`src/rtl/regfile_access_arbiter.sv`:
```
// regfile_access_arbiter
// Shares the write port and read port 1 of a small register file between two
// requesters with round-robin arbitration, a valid/ready request handshake and
// a one-cycle-latency response. After every reset release an init sequence
// writes zero to every register before requests are granted.
// Optional feature macro: REGFILE_ARB_STATS_EN adds saturating per-requester
// grant counters (grant_count0/grant_count1, CNT_WIDTH bits each).
module regfile_access_arbiter #(
  parameter int DATA_WIDTH = 8,
  parameter int NUM_REGS   = 2,
`ifdef REGFILE_ARB_STATS_EN
  parameter int CNT_WIDTH  = 16,
`endif
  localparam int ADDR_WIDTH = (NUM_REGS > 1) ? $clog2(NUM_REGS) : 1
) (
  input  logic                  clock,
  input  logic                  reset,
  input  logic                  req0_valid,
  input  logic                  req0_write,
  input  logic [ADDR_WIDTH-1:0] req0_addr,
  input  logic [DATA_WIDTH-1:0] req0_wdata,
  output logic                  req0_ready,
  output logic                  resp0_valid,
  output logic [DATA_WIDTH-1:0] resp0_rdata,
  input  logic                  req1_valid,
  input  logic                  req1_write,
  input  logic [ADDR_WIDTH-1:0] req1_addr,
  input  logic [DATA_WIDTH-1:0] req1_wdata,
  output logic                  req1_ready,
  output logic                  resp1_valid,
  output logic [DATA_WIDTH-1:0] resp1_rdata,
  output logic                  rf_write_enable,
  output logic [ADDR_WIDTH-1:0] rf_write_register,
  output logic [DATA_WIDTH-1:0] rf_write_data,
  output logic [ADDR_WIDTH-1:0] rf_read_register1,
  input  logic [DATA_WIDTH-1:0] rf_read_data1,
  output logic                  init_done
`ifdef REGFILE_ARB_STATS_EN
  ,
  output logic [CNT_WIDTH-1:0]  grant_count0,
  output logic [CNT_WIDTH-1:0]  grant_count1
`endif
);

  localparam logic [ADDR_WIDTH-1:0] LAST_IDX = ADDR_WIDTH'(NUM_REGS - 1);

  typedef enum logic {
    ST_INIT = 1'b0,
    ST_RUN  = 1'b1
  } state_e;

  state_e                  state_q, state_d;
  logic [ADDR_WIDTH-1:0]   init_idx_q, init_idx_d;
  logic                    last_grant_q, last_grant_d;
  logic [ADDR_WIDTH-1:0]   rd_reg_q, rd_reg_d;
  logic                    resp0_valid_q, resp0_valid_d;
  logic                    resp1_valid_q, resp1_valid_d;
  logic [DATA_WIDTH-1:0]   resp0_rdata_q, resp0_rdata_d;
  logic [DATA_WIDTH-1:0]   resp1_rdata_q, resp1_rdata_d;

  logic                    run;
  logic                    grant0;
  logic                    grant1;
  logic                    sel_write;
  logic [ADDR_WIDTH-1:0]   sel_addr;
  logic [DATA_WIDTH-1:0]   sel_wdata;

  // Round-robin grant: a lone requester wins, on contention the one not granted last wins
  always_comb begin
    run       = (state_q == ST_RUN);
    grant0    = run && req0_valid && (!req1_valid || last_grant_q);
    grant1    = run && req1_valid && (!req0_valid || !last_grant_q);
    sel_write = grant1 ? req1_write : req0_write;
    sel_addr  = grant1 ? req1_addr  : req0_addr;
    sel_wdata = grant1 ? req1_wdata : req0_wdata;
  end

  // Init sequencer: one zero write per register, then stay in RUN until reset
  always_comb begin
    state_d    = state_q;
    init_idx_d = init_idx_q;
    if (state_q == ST_INIT) begin
      if (init_idx_q == LAST_IDX) begin
        state_d    = ST_RUN;
        init_idx_d = '0;
      end else begin
        init_idx_d = init_idx_q + 1'b1;
      end
    end
  end

  // Register-file port drive and response capture; the init write is held off while reset is low
  always_comb begin
    rf_write_enable   = 1'b0;
    rf_write_register = '0;
    rf_write_data     = '0;
    rd_reg_d          = rd_reg_q;
    last_grant_d      = last_grant_q;
    resp0_valid_d     = grant0;
    resp1_valid_d     = grant1;
    resp0_rdata_d     = resp0_rdata_q;
    resp1_rdata_d     = resp1_rdata_q;
    if (state_q == ST_INIT) begin
      rf_write_enable   = reset;
      rf_write_register = init_idx_q;
    end else if (grant0 || grant1) begin
      last_grant_d = grant1;
      if (sel_write) begin
        rf_write_enable   = 1'b1;
        rf_write_register = sel_addr;
        rf_write_data     = sel_wdata;
      end else begin
        rd_reg_d = sel_addr;
      end
      if (grant0) begin
        resp0_rdata_d = sel_write ? '0 : rf_read_data1;
      end
      if (grant1) begin
        resp1_rdata_d = sel_write ? '0 : rf_read_data1;
      end
    end
    rf_read_register1 = rd_reg_d;
  end

  // State, arbitration history and response registers
  always_ff @(posedge clock or negedge reset) begin
    if (!reset) begin
      state_q       <= ST_INIT;
      init_idx_q    <= '0;
      last_grant_q  <= 1'b1;
      rd_reg_q      <= '0;
      resp0_valid_q <= 1'b0;
      resp1_valid_q <= 1'b0;
      resp0_rdata_q <= '0;
      resp1_rdata_q <= '0;
    end else begin
      state_q       <= state_d;
      init_idx_q    <= init_idx_d;
      last_grant_q  <= last_grant_d;
      rd_reg_q      <= rd_reg_d;
      resp0_valid_q <= resp0_valid_d;
      resp1_valid_q <= resp1_valid_d;
      resp0_rdata_q <= resp0_rdata_d;
      resp1_rdata_q <= resp1_rdata_d;
    end
  end

  assign req0_ready  = grant0;
  assign req1_ready  = grant1;
  assign resp0_valid = resp0_valid_q;
  assign resp1_valid = resp1_valid_q;
  assign resp0_rdata = resp0_rdata_q;
  assign resp1_rdata = resp1_rdata_q;
  assign init_done   = (state_q == ST_RUN);

`ifdef REGFILE_ARB_STATS_EN
  logic [CNT_WIDTH-1:0] cnt0_q, cnt0_d;
  logic [CNT_WIDTH-1:0] cnt1_q, cnt1_d;

  // Grant counters count accepted requests and stick at all-ones
  always_comb begin
    cnt0_d = cnt0_q;
    cnt1_d = cnt1_q;
    if (grant0 && (cnt0_q != '1)) begin
      cnt0_d = cnt0_q + 1'b1;
    end
    if (grant1 && (cnt1_q != '1)) begin
      cnt1_d = cnt1_q + 1'b1;
    end
  end

  // Grant counter registers
  always_ff @(posedge clock or negedge reset) begin
    if (!reset) begin
      cnt0_q <= '0;
      cnt1_q <= '0;
    end else begin
      cnt0_q <= cnt0_d;
      cnt1_q <= cnt1_d;
    end
  end

  assign grant_count0 = cnt0_q;
  assign grant_count1 = cnt1_q;
`endif

endmodule
```
`config.mk`:
```
export PLATFORM = sky130hd
export DESIGN_NAME = regfile_access_arbiter
export DESIGN_NICKNAME = d
export VERILOG_FILES = /design/src/rtl/regfile_access_arbiter.sv
export SDC_FILE = /design/constraint.sdc
export NUM_CORES = 1
export LEC_CHECK = 0
export CORE_UTILIZATION = 40
export CTS_BUF_LIST = sky130_fd_sc_hd__clkbuf_16
export DETAILED_ROUTE_END_ITERATION = 6
export GPL_TIMING_DRIVEN = 1
export PLACE_DENSITY = 0.84
export SLEW_MARGIN = 20
export SYNTH_ARGS = -nofsm -noshare
export SYNTH_HDL_FRONTEND = slang
export SYNTH_SLANG_ARGS = --single-unit
```
`constraint.sdc`:
```
create_clock -name clock -period 2.19 [get_ports clock]
set_input_delay 0.438 -clock clock [delete_from_list [all_inputs] [get_ports clock]]
set_output_delay 0.438 -clock clock [all_outputs]
set_load 0.1 [all_outputs]
```
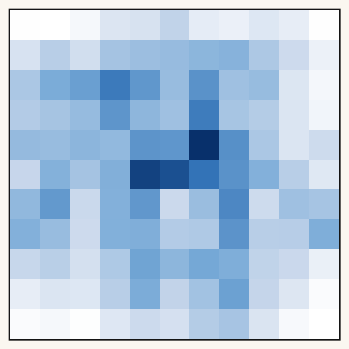
*Signal metal coverage by tile*
(6 px per um) 11 x 11 tiles, from white (low) to dark blue (high), scaled to the fullest tile. Values are wire area over tile area, all layers added.
fullest tile = 0.62
densest ninth of the die = middle
nearly empty tiles = 4.1%
tiles over half the peak = 17%

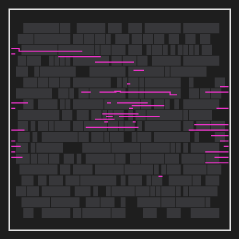
*Metal 3*
(4 px per um) Cells faint in the background.
share of all routed wire = 4.5%
longest straight run = 15.6 um
wire length on this layer = 181 um

==> results_slide.txt <==
Implementation Results

Clocking
  • Root buffer cell: clkbuf_16
  • H-tree Lvls: 1
  • Setup bufs post-CTS: 1
  • Resized cells post-CTS: 9
  • Max Root-Sink Buffers: 2
  • Inserted Clock Buffers: 3
  • # clock sinks: 22
  • Clock transition at the registers of the reported paths: 0.06 ns
  • Cts hold-fix bufs: 0
  • CTS tree: done

Global route
  • Gr usage total: 29.6%
  • Met3 usage: 4.72%
  • Largest net degree at the start of global routing: 23
  • First-pass GRT wire length: 5990 um
  • Met1 Resource Use GR: 33.5%
  • Vias in the first global route: 1,192
  • Met2 GRT Util: 56.8%
  • Initial antenna violation count: 0
  • Overflow after GRT: 0
  • GR peak layer: met2

Critical path
  • Buf+Inv Stages, Crit Path: 3
  • Worst Path Required: 1.75 ns
  • CP Capture Point: rf_read_register1
  • RR Startpoint: last_grant_q
  • CP Max Fanout: 4
  • Max incr delay on CP: 0.57 ns
  • FF-to-FF path depth: 7
  • Critical path depth: 7
  • WS Path Type: flip-flop to output pin
  • R2R setup slack: 0.71 ns
  • Dominant delay contributor by cell family on the critical path: flip-flops
  • Worst setup SP type: flip-flop
  • R2R Path End: resp0_rdata[0]
  • Cell Chain, Critical Path: nand2b_4 > nand3_2 > buf_6 > clkinv_4 > nand4b_1 > o211ai_4 > buf_12
  • Worst Setup SP: last_grant_q
  • Crit-path slowest cell: dfstp_2
  • Worst setup EP type: output pin

Power and ir drop
  • Combinational share of power: 51.4%
  • P_seq: 484 uW
  • Combinational power: 926 uW
  • Top power group: combinational cells
  • Peak VDD IR: 993 uV
  • Tot Pwr: 1800 uW
  • Sw Share: 45.2%
  • Leak Pwr: 0.00104 uW
  • Clk. pwr: 392 uW
  • PD cells: 809 nW/um^2
  • Sequential power share: 26.9%
  • Psw: 815 uW
  • Internal power: 986 uW

Cells and area
  • Layout cells sized above 1: 38.4%
  • Area Growth Syn to Fin: 99.2%
  • Logic Gate Count: 92
  • Non-clk bufs: 81
  • Registers: 22
  • # clk buffers: 3
  • Most frequent logic cell in the layout: nand2_1
  • Non-filler cells, final: 233
  • Layout Nets: 236
  • Non-clock inverters: 4
  • Clock buf/inv share: 3.54%
  • Gate Area: 646 sq um
  • Most instantiated logic cells after routing: 51 x nand2_1, 33 x buf_4, 28 x clkdlybuf4s50_1, 20 x dfrtp_1
  • Max-area cell class: non-clock buffers
  • Non-Clock Buffer Area Fraction: 39.8%
  • Non-Filler Cell Area, Final: 2230 sq um
  • Comb area share: 29.0%
  • Fillers: 135
  • Final Util: 86.7%

Drt
  • Starting DRT DRC Count: 21
  • Routed vias: 1,251
  • Met3 wire len: 181 um
  • DRC: 0
  • Detailed Route WL: 4020 um
  • Metal2 WL: 2320 um
  • Wl on met1: 1460 um
  • Avg WL per Cell: 17.2 um
  • Uppermost layer routed: met4
  • Final ANT Viol Nets: 0

Logic synthesis
  • Seq/Total Area, Yosys: 49.4%
  • Async S/R FF share, synth: 100%
  • Top cell type's share of synthesized area: 47.0%
  • Count of cell types in the netlist: 25
  • Post-synth EDFFs: 0
  • Mean Syn Cell Area: 8.94 sq um
  • Post-Synth Simple-Gate Area: 32.1%
  • Yosys warnings: 0
  • Syn_nets: 157
  • Count leader, synth: nand2_1
  • Yosys aoi share: 10.1%
  • Cells after Synth: 125
  • Top logic family: simple AND/OR/NAND/NOR gates
  • Chip Area, Yosys: 1120 sq um
  • Top cell type by total area after synthesis: dfrtp_1
  • Mux area share: 0.896%
  • XOR/XNOR Area Share: 0.784%
  • Adder-cell share of the synthesized area: 0%
  • Cell area leaders: dfrtp_1 47%, nand2_1 17%, nand3b_1 11%
  • Post-synth top flop: dfrtp_1
  • Ys flops: 22

Run status
  • Status: finished with violations
  • Failing checks: negative setup slack

Run
  • Max_cap viols: 0
  • Log Warnings: 29

Placed design
  • Global placer's final weighted congestion: 0.715
  • Area after DPL: 2110 sq um
  • # port buffers: 63
  • Detailed placer's ending HPWL: 2960 um

Floorplan
  • Well Taps: 30
  • Die W: 54.9 um
  • Die area: 3010 sq um
  • Die height: 54.9 um
  • Core Area: 2570 sq um
  • Row count: 18
  • FP Core Util: 43.5%
  • Ports: 64

STA
  • Final setup fails: 4
  • Max Slew Vio Count: 0
  • RSZ-0062 raised after global routing: true
  • Fin Clk Skew: 0.00191 ns
  • Worst setup slack after layout: -0.0192 ns
  • Worst-margin pin slew: 0.289 ns
  • Max transition margin: 80.7%
  • Final Hold Vio Count: 0
  • Worst hold margin: 0.467 ns
  • Max frequency: 453 MHz

Worst hold path
  • Hold endpoint: resp1_rdata[5]
  • Worst Hold Path Cells: 2
  • Hold_sp: resp1_rdata[5]
  • Min-Delay Path Class: flip-flop to flip-flop
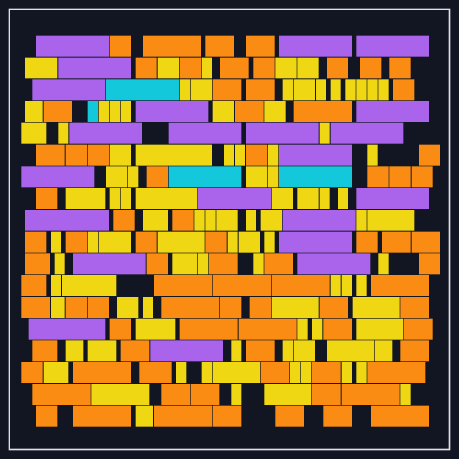
*Placed cells, one colour a class*
(8 px per um)
other buffers and delay cells -> orange  # cells 81
all other logic -> yellow  # cells 96
flip-flops -> purple  # cells 22
clock drivers and dummy loads -> cyan  # cells 4

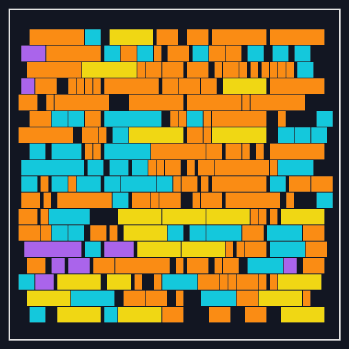
*Sizing map*
(6 px per um)
drive 3 to 4 -> cyan  # cells 50, most used buf_4
drive 2 -> purple  # cells 8, most used nand2_2
drive 6 and up -> yellow  # cells 20, most used buf_12
drive 1 or less -> orange  # cells 125, most used nand2_1

Power figures rest on the tool's default switching activity, not on a simulated workload.
